<file path="src/rtl/code_entry_sequencer_pkg.sv">
// Shared definitions for the keypad code-entry sequencer: FSM states,
// checker terminal states, result codes, special key codes and small helpers.
// No ports; imported by the sequencer top and its synchronizer.
package code_entry_sequencer_pkg;

    typedef enum logic [2:0] {
        ST_IDLE         = 3'd0,
        ST_DEBOUNCE     = 3'd1,
        ST_ISSUE        = 3'd2,
        ST_CHECK        = 3'd3,
        ST_WAIT_RELEASE = 3'd4,
        ST_CLEAR        = 3'd5,
        ST_DONE         = 3'd6,
        ST_LOCKED       = 3'd7
    } state_e;

    // Checker states that end an attempt
    localparam logic [3:0] CHK_TOTAL   = 4'b0110;
    localparam logic [3:0] CHK_PARTIAL = 4'b1110;
    localparam logic [3:0] CHK_FAIL    = 4'b1111;

    // Values driven on the result output
    localparam logic [1:0] RES_BUSY    = 2'b00;
    localparam logic [1:0] RES_TOTAL   = 2'b01;
    localparam logic [1:0] RES_PARTIAL = 2'b10;
    localparam logic [1:0] RES_FAIL    = 2'b11;

    // Keys with a control meaning; A-D are accepted but do nothing
    localparam logic [3:0] KEY_CLEAR   = 4'hE;
    localparam logic [3:0] KEY_RESTART = 4'hF;

    function automatic logic is_digit(input logic [3:0] code);
        return code <= 4'd9;
    endfunction

    function automatic logic [1:0] sat_inc2(input logic [1:0] v);
        return (v == 2'd3) ? 2'd3 : v + 2'd1;
    endfunction

endpackage

</file>
<file path="src/rtl/code_entry_sequencer_key_sync.sv">
// Two-flop synchronizer bringing the raw keypad level and code into clk.
// Latency: 2 cycles. No backpressure; samples every cycle.
// Ports: clk, reset (async high), key_valid/key_code raw in, *_s synchronized out.
module code_entry_sequencer_key_sync
    import code_entry_sequencer_pkg::*;
(
    input  logic       clk,
    input  logic       reset,
    input  logic       key_valid,
    input  logic [3:0] key_code,
    output logic       key_valid_s,
    output logic [3:0] key_code_s
);

    logic [4:0] meta_q, meta_d;
    logic [4:0] sync_q, sync_d;

    always_comb begin
        meta_d = {key_valid, key_code};
        sync_d = meta_q;
    end

    always_ff @(posedge clk or posedge reset) begin
        if (reset) begin
            meta_q <= '0;
            sync_q <= '0;
        end else begin
            meta_q <= meta_d;
            sync_q <= sync_d;
        end
    end

    assign key_valid_s = sync_q[4];
    assign key_code_s  = sync_q[3:0];

endmodule

</file>
<file path="src/rtl/code_entry_sequencer.sv">
// Debounces keypad presses into single insere strobes for the code checker,
// watches the checker outcome, handles inter-digit timeout, clear/restart and
// lockout after repeated failures. Latency: press to insere is 2 sync cycles
// + DEBOUNCE_CYCLES + 1. No backpressure; keys outside accepting states are ignored.
// Ports: clk, reset (async high); key_valid/key_code raw keypad; chk_estado
// checker state; insere/numero digit strobe; chk_rst checker clear;
// result/fails/lockout status.
module code_entry_sequencer
    import code_entry_sequencer_pkg::*;
#(
    parameter int DEBOUNCE_CYCLES = 16,
    parameter int TIMEOUT_CYCLES  = 1000,
    parameter int MAX_FAILS       = 3,
    parameter int LOCKOUT_CYCLES  = 5000,
    parameter int CNT_W           = 16
) (
    input  logic       clk,
    input  logic       reset,
    input  logic       key_valid,
    input  logic [3:0] key_code,
    input  logic [3:0] chk_estado,
    output logic       insere,
    output logic [3:0] numero,
    output logic       chk_rst,
    output logic [1:0] result,
    output logic [1:0] fails,
    output logic       lockout
);

    // Terminal timer values: each condition is met on its Nth cycle in-state
    localparam logic [CNT_W-1:0] DEB_LAST  = CNT_W'(DEBOUNCE_CYCLES - 1);
    localparam logic [CNT_W-1:0] TO_LAST   = CNT_W'(TIMEOUT_CYCLES - 1);
    localparam logic [CNT_W-1:0] LOCK_LAST = CNT_W'(LOCKOUT_CYCLES - 1);

    logic       kv_s;
    logic [3:0] kc_s;

    code_entry_sequencer_key_sync u_key_sync (
        .clk         (clk),
        .reset       (reset),
        .key_valid   (key_valid),
        .key_code    (key_code),
        .key_valid_s (kv_s),
        .key_code_s  (kc_s)
    );

    state_e           state_q, state_d;
    logic [CNT_W-1:0] timer_q, timer_d;
    logic [3:0]       code_q, code_d;
    logic [3:0]       numero_q, numero_d;
    logic [2:0]       digit_cnt_q, digit_cnt_d;
    logic [1:0]       result_q, result_d;
    logic [1:0]       fails_q, fails_d;
    logic [1:0]       fails_inc;

    assign fails_inc = sat_inc2(fails_q);

    always_comb begin
        state_d     = state_q;
        timer_d     = timer_q;
        code_d      = code_q;
        numero_d    = numero_q;
        digit_cnt_d = digit_cnt_q;
        result_d    = result_q;
        fails_d     = fails_q;

        case (state_q)
            ST_IDLE: begin
                // Timeout is tested first so it wins over a simultaneous press
                if ((digit_cnt_q != 3'd0) && (timer_q == TO_LAST)) begin
                    state_d = ST_CLEAR;
                end else if (kv_s) begin
                    state_d = ST_DEBOUNCE;
                    code_d  = kc_s;
                end else if (digit_cnt_q != 3'd0) begin
                    timer_d = timer_q + CNT_W'(1);
                end
            end

            ST_DEBOUNCE: begin
                if (!kv_s || (kc_s != code_q)) begin
                    state_d = ST_IDLE;
                end else if (timer_q == DEB_LAST) begin
                    if (is_digit(code_q)) begin
                        state_d  = ST_ISSUE;
                        numero_d = code_q;
                    end else if (code_q == KEY_CLEAR) begin
                        state_d = ST_CLEAR;
                    end else begin
                        state_d = ST_WAIT_RELEASE;
                    end
                end else begin
                    timer_d = timer_q + CNT_W'(1);
                end
            end

            ST_ISSUE: begin
                digit_cnt_d = (digit_cnt_q == 3'd7) ? 3'd7 : digit_cnt_q + 3'd1;
                state_d     = ST_CHECK;
            end

            ST_CHECK: begin
                // Checker has already absorbed the digit strobed on the last edge
                case (chk_estado)
                    CHK_TOTAL: begin
                        result_d = RES_TOTAL;
                        fails_d  = 2'd0;
                        state_d  = ST_DONE;
                    end
                    CHK_PARTIAL: begin
                        result_d = RES_PARTIAL;
                        fails_d  = 2'd0;
                        state_d  = ST_DONE;
                    end
                    CHK_FAIL: begin
                        result_d = RES_FAIL;
                        fails_d  = fails_inc;
                        state_d  = (int'(fails_inc) >= MAX_FAILS) ? ST_LOCKED : ST_DONE;
                    end
                    default: state_d = ST_WAIT_RELEASE;
                endcase
            end

            ST_WAIT_RELEASE: begin
                if (kv_s) begin
                    timer_d = '0;
                end else if (timer_q == DEB_LAST) begin
                    state_d = ST_IDLE;
                end else begin
                    timer_d = timer_q + CNT_W'(1);
                end
            end

            ST_CLEAR: begin
                digit_cnt_d = 3'd0;
                result_d    = RES_BUSY;
                state_d     = ST_WAIT_RELEASE;
            end

            ST_DONE: begin
                // Only a stable F leaves; any other key or a release restarts the count
                if (kv_s && (kc_s == KEY_RESTART)) begin
                    if (timer_q == DEB_LAST) begin
                        state_d = ST_CLEAR;
                    end else begin
                        timer_d = timer_q + CNT_W'(1);
                    end
                end else begin
                    timer_d = '0;
                end
            end

            ST_LOCKED: begin
                if (timer_q == LOCK_LAST) begin
                    fails_d = 2'd0;
                    state_d = ST_CLEAR;
                end else begin
                    timer_d = timer_q + CNT_W'(1);
                end
            end

            default: state_d = ST_IDLE;
        endcase

        // One timer serves every state, so each state starts counting from zero
        if (state_d != state_q) begin
            timer_d = '0;
        end
    end

    always_ff @(posedge clk or posedge reset) begin
        if (reset) begin
            state_q     <= ST_IDLE;
            timer_q     <= '0;
            code_q      <= '0;
            numero_q    <= '0;
            digit_cnt_q <= '0;
            result_q    <= '0;
            fails_q     <= '0;
        end else begin
            state_q     <= state_d;
            timer_q     <= timer_d;
            code_q      <= code_d;
            numero_q    <= numero_d;
            digit_cnt_q <= digit_cnt_d;
            result_q    <= result_d;
            fails_q     <= fails_d;
        end
    end

    assign insere  = (state_q == ST_ISSUE);
    assign chk_rst = (state_q == ST_CLEAR);
    assign lockout = (state_q == ST_LOCKED);
    assign numero  = numero_q;
    assign result  = result_q;
    assign fails   = fails_q;

endmodule

</file>
<file path="config.mk">
export PLATFORM = sky130hd
export DESIGN_NAME = code_entry_sequencer
export DESIGN_NICKNAME = d
export VERILOG_FILES = /design/src/rtl/code_entry_sequencer_pkg.sv /design/src/rtl/code_entry_sequencer_key_sync.sv /design/src/rtl/code_entry_sequencer.sv
export SDC_FILE = /design/constraint.sdc
export NUM_CORES = 1
export LEC_CHECK = 0
export CORE_MARGIN = 4
export CORE_UTILIZATION = 53
export CTS_CLUSTER_SIZE = 30
export DETAILED_ROUTE_END_ITERATION = 8
export PLACE_DENSITY_LB_ADDON = 0.15
export SLEW_MARGIN = 15
export SYNTH_ARGS = -nofsm -noshare
export SYNTH_HDL_FRONTEND = slang
export SYNTH_SLANG_ARGS = --single-unit
</file>
<file path="constraint.sdc">
create_clock -name clk -period 3.5 [get_ports clk]
set_input_delay 0.7 -clock clk [delete_from_list [all_inputs] [get_ports clk]]
set_output_delay 0.7 -clock clk [all_outputs]
set_load 0.01 [all_outputs]
</file>
==> impl.org, run 1 <==
* Flow results

** Synthesis
- For reference, the mux area share after synthesis is 0.0555.
- Register share after synthesis :: 0.465
- After synthesis the cells add up to 0.00237 mm2.
- Distinct cell type count of the synthesized netlist :: 49
- For reference, the post-synthesis area per instance comes to 9.83 um2.
- Synthesis produced 241 cells.
- Top non-seq family :: simple AND/OR/NAND/NOR gates

** Setup path
- The endpoint identified for the worst register-to-register timing path is timer_q[3].
- Capturing instance or port of the critical path :: timer_q[3]
- STA classifies the critical path endpoint as a flop.
- Max incr delay on CP :: 710 ps
- Counting both buffers and inverters, the worst setup path holds a total of 0.
- Required time at the endpoint of the critical path :: 3710 ps
- According to the timing report, the critical path is launched from timer_q[7].

** Placed design
- After its last routability iteration, the placer logged a weighted congestion of 0.875.
- Port buffering added 21 buffers.

** Die
- According to the floorplan report, the die height is 74.9 um.
- In this run the full chip footprint comes out at 0.00560 mm2.
- During I/O placement, the number of pins put on the boundary was 22.
- Per the OpenROAD floorplan log, the area of the core is 0.00435 mm2.

** Power and ir drop
- The power report attributes to the clock group a share of 0.409.
- Share of total power in sequential cells :: 0.538
- Leakage Power :: 1.14 nW

** Timing
- Slew Viols, Final :: 0
- The final timing report counts setup violations totalling 0.
- For the pin with the worst max-slew slack, the measured transition is 827 ps.
- Post-route period utilization is reported as 0.900.
- Largest clock skew in the final design :: 6.30 ps
- Final period demand of the worst path :: 3150 ps

** Final layout
- Sequential cells :: 44
- The most common logic cell in the final layout is sky130_fd_sc_hd__dfrtp_1.
- Combinational share of cell area :: 0.437
- The register with the most flip-flops in the layout has 16 of them.
- Number of multi-input logic gates :: 182
- In the layout the commonest cells are 44 x sky130_fd_sc_hd__dfrtp_1, 22 x sky130_fd_sc_hd__nor2_1, 21 x sky130_fd_sc_hd__nand2_1, 21 x sky130_fd_sc_hd__clkdlybuf4s50_1, 19 x sky130_fd_sc_hd__a21oi_1.
- After layout, the clock buffer instance count stands at 5.
- Combined area of the multi-input logic cells :: 0.00120 mm2

** Drt
- WL met2 :: 2270 um
- DR iter-0 viols :: 150
- The detail route stage leaves a number of antenna-violating nets equal to 0.
- Detailed-route vias per instance :: 6.06

** Global route
- The number of antenna violations at the first check in global routing was 0.
- Aggregate global routing overflow :: 0
- Most crowded layer after global routing :: met2

** Clock tree
- TritonCTS built the clock tree.

** Flow run
- In this run the tools logged warnings totalling 27.

** Run status
- Status :: completed

** Worst hold path
- The most critical min-delay path falls under reg -> reg.
- Counting instances, the worst hold path has a depth of 0.
==> run 1: power groups by stage <==
stage | registers [mW] | logic (mW) | clock network (mW)
finish | 0.528 | 0.0519 | 0.401
global route | 0.529 | 0.0590 | 0.434
CTS | 0.528 | 0.0535 | 0.410
detailed placement | 0.538 | 0.0533 | 0
global placement | 0.538 | 0.0523 | 0
floorplan | 0.535 | 0.0325 | 0
==> run 1: metrics by stage <==
stage               instance area [um2]  cells   util  setup slack [ps]  total power [mW]
global route                       2740    318  0.630               138              1.02
CTS                                2740    318  0.630               370             0.991
detailed placement                 2630    310  0.603               395             0.591
global placement                   2630    310  0.603               463             0.590
finish                             2740    318  0.630               352             0.980
floorplan                          2370    241      -               810             0.567
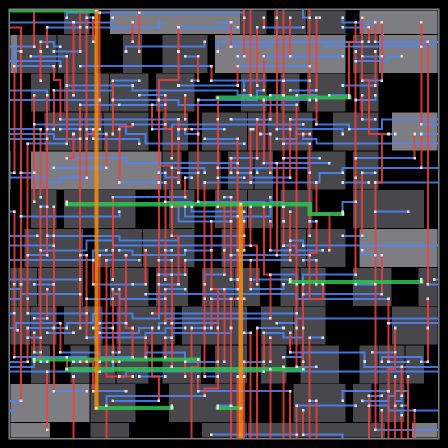
*Close-up of the layout, run 1*
Window x 22 to 52, y 37 to 67 um. Cells in grey, sequential cells in the stronger grey; small squares are vias.
[orange] met4
[green] met3
[red] met2
[blue] met1
cells with their middle in the window: 83
most frequent: nor2_1 (8)
netlist names of flops here include: `timer_q` (6)
sequential cells in the window: 6

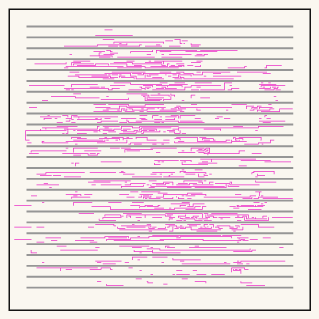
*Met1 routing, run 1*
(4 px per um) Supply wires on this layer in grey.
nets with wire on the layer: 249
main direction: horizontal
longest straight run: 22.5 um
wire length on this layer: 2280 um

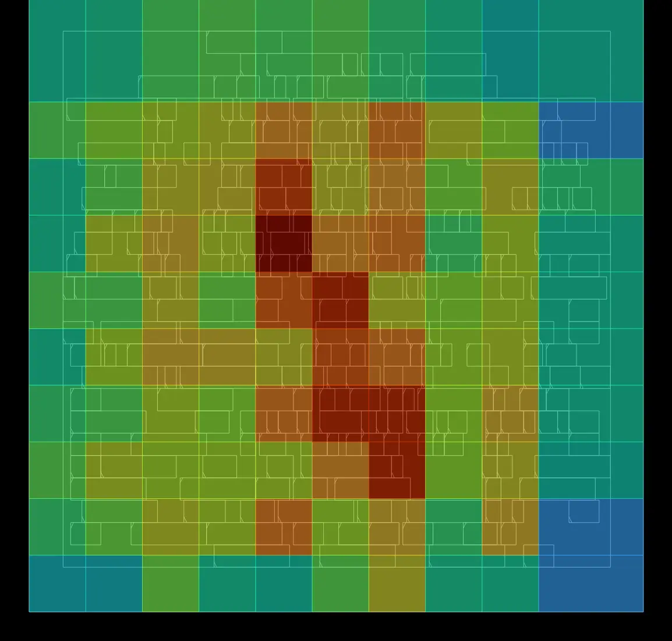
*Routing congestion, run 1*
fraction of met3 tracks used by global routing: 0.0427
Global Route met1 Usage: 0.265
average wire per cell in the routed design: 15.4 um
met2 Use GR: 0.304

==> run 1 -> run 2 <==
--- a/config.mk
+++ b/config.mk
@@ -6,4 +6,5 @@
 export NUM_CORES = 1
 export LEC_CHECK = 0
+export ABC_CLOCK_PERIOD_IN_PS = 3900
 export CORE_MARGIN = 4
 export CORE_UTILIZATION = 53
==> constraint.sdc (replaced) <==
create_clock -name clk -period 3.9 [get_ports clk]
set_input_delay 0.585 -clock clk [delete_from_list [all_inputs] [get_ports clk]]
set_output_delay 0.585 -clock clk [all_outputs]
set_load 0.01 [all_outputs]
==> impl.org, run 2 <==
* Flow results

** Drt
- Average wire per cell in the routed design :: 14.8 um (-3.5%)
- Antenna-violating nets left :: 0 (unchanged)
- The number of DRC violations after detailed-routing iteration 0 came to 151 (+0.67%).
- The wire length on met2 is 2140 um (-5.9%).

** Timing
- Final period demand of the worst path :: 3090 ps (-54.1 ps)
- The slack of the critical path is 806 ps (+454 ps).
- Total of endpoints with negative setup slack in the final report :: 0 (unchanged)
- Slew Viols, Final :: 0 (unchanged)
- Largest clock skew in the final design :: 5.55 ps (-0.751 ps)

** Synthesis
- The post-synthesis instance area came to 0.00237 mm2 (unchanged).
- The count of cell types in the netlist was 49 (unchanged).
- Number of instances in the synthesized netlist :: 241 (unchanged)
- The synthesized area divided by synthesized cell count is 9.83 um2 (unchanged).
- Register share after synthesis :: 0.465 (unchanged)

** Final layout
- The share of the core filled with cells came to 0.630 (unchanged).
- Max reg flops :: 16 (unchanged)
- Non-filler cells, final :: 318 (unchanged)
- Per the cell usage report, the commonest logic cell in the layout is sky130_fd_sc_hd__dfrtp_1.
- Post-route cell area :: 0.00274 mm2 (unchanged)

** Setup path
- Count of buffer and inverter cells on the critical path :: 0 (unchanged)
- STA classifies the critical path endpoint as a flop.
- Per STA, the endpoint of the critical path is timer_q[3].
- Required time at the endpoint of the critical path :: 4110 ps (+400 ps)
- The stage delay of the slowest cell on the critical path came to 710 ps (about the same).
- Reg-to-reg endpoint :: timer_q[3]
- According to the timing report, the critical path is launched from timer_q[7].

** Power and ir drop
- Clock network power :: 0.360 mW (-10%)
- Part of the power in the clock network :: 0.409 (about the same)
- The power after layout was 0.880 mW (-10%).
- Leakage Power :: 1.14 nW (unchanged)
- The power in sequential cells came to 0.474 mW (-10%).
- Share of total power in sequential cells :: 0.538 (about the same)
- Largest Pwr Group :: registers

** Placed design
- Buffers added on ports :: 21 (unchanged)
- Dpl cell area :: 0.00263 mm2 (unchanged)
- The number of instances in the placed design was 310 (unchanged).

** Run status
- The flow ran to the end, and the final reports show no timing, DRC or antenna violations.

** Global route
- The residual overflow from global routing came to 0 (unchanged).
- Most crowded layer after global routing :: met2
- The met2 track demand over resource was 0.286 (-0.0174).

** Die
- Ports placed on the boundary :: 22 (unchanged)
- The standard cell core area was 0.00435 mm2 (unchanged).

** Worst hold path
- Checking hold timing, the worst path is listed with class reg -> reg.
- Cell depth of the worst min-delay path :: 0 (unchanged)

** Flow run
- OpenROAD warning count :: 27 (unchanged)
==> run 2: cell counts in the layout (fill, tap and decap cells not counted) <==
No cell type changed its count.
==> run 2: final cells by class <==
cell class	instances	area (um2)	area share
sequential	44	1100	0.401
tap	52	65.1	0.0237
clock buffer	5	68.8	0.0251
timing repair buffer	24	233	0.0849
inverter	8	30.0	0.0109
clock inverter	3	46.3	0.0169
multi-input combinational	182	1200	0.437
==> run 2: cell families after synthesis <==
family / count (synthesis) / synth area share
buffers and inverters: 15 / 0.0291
AOI/OAI and AO/OA: 54 / 0.156
DFF: 44 / 0.465
muxes: 12 / 0.0555
and+or+nand+nor: 101 / 0.234
xor gates and xnor gates: 12 / 0.0444
adders and majority gates: 3 / 0.0158
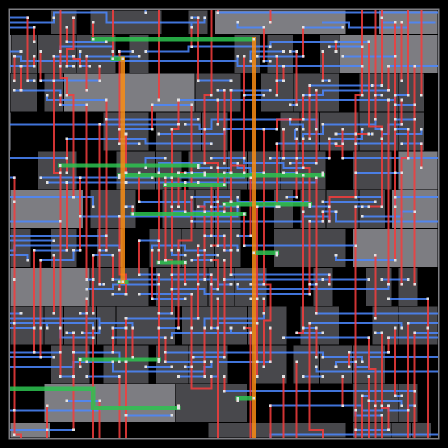
*Close-up of the layout, run 2*
Window x 22 to 52, y 37 to 67 um. Cells in grey, sequential cells in the stronger grey; small squares are vias.
[orange] met4
[blue] met1
[green] met3
[red] met2
netlist names of flops here include: `timer_q` (6), `state_q` (1)
cells with their middle in the window: 81
sequential cells in the window: 7

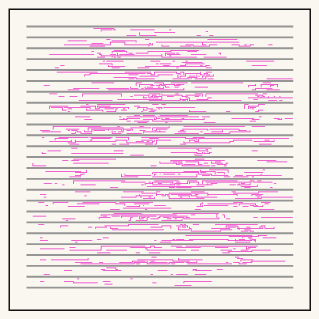
*Met1 routing, run 2*
(4 px per um) Supply wires on this layer in grey.
main direction: horizontal
longest straight run: 22.5 um
Global Route met1 Usage: 0.267
number of vias after detailed routing: 1886
sum of routed wire length over all layers: 4720 um

Power is estimated from default activity; no workload was simulated.
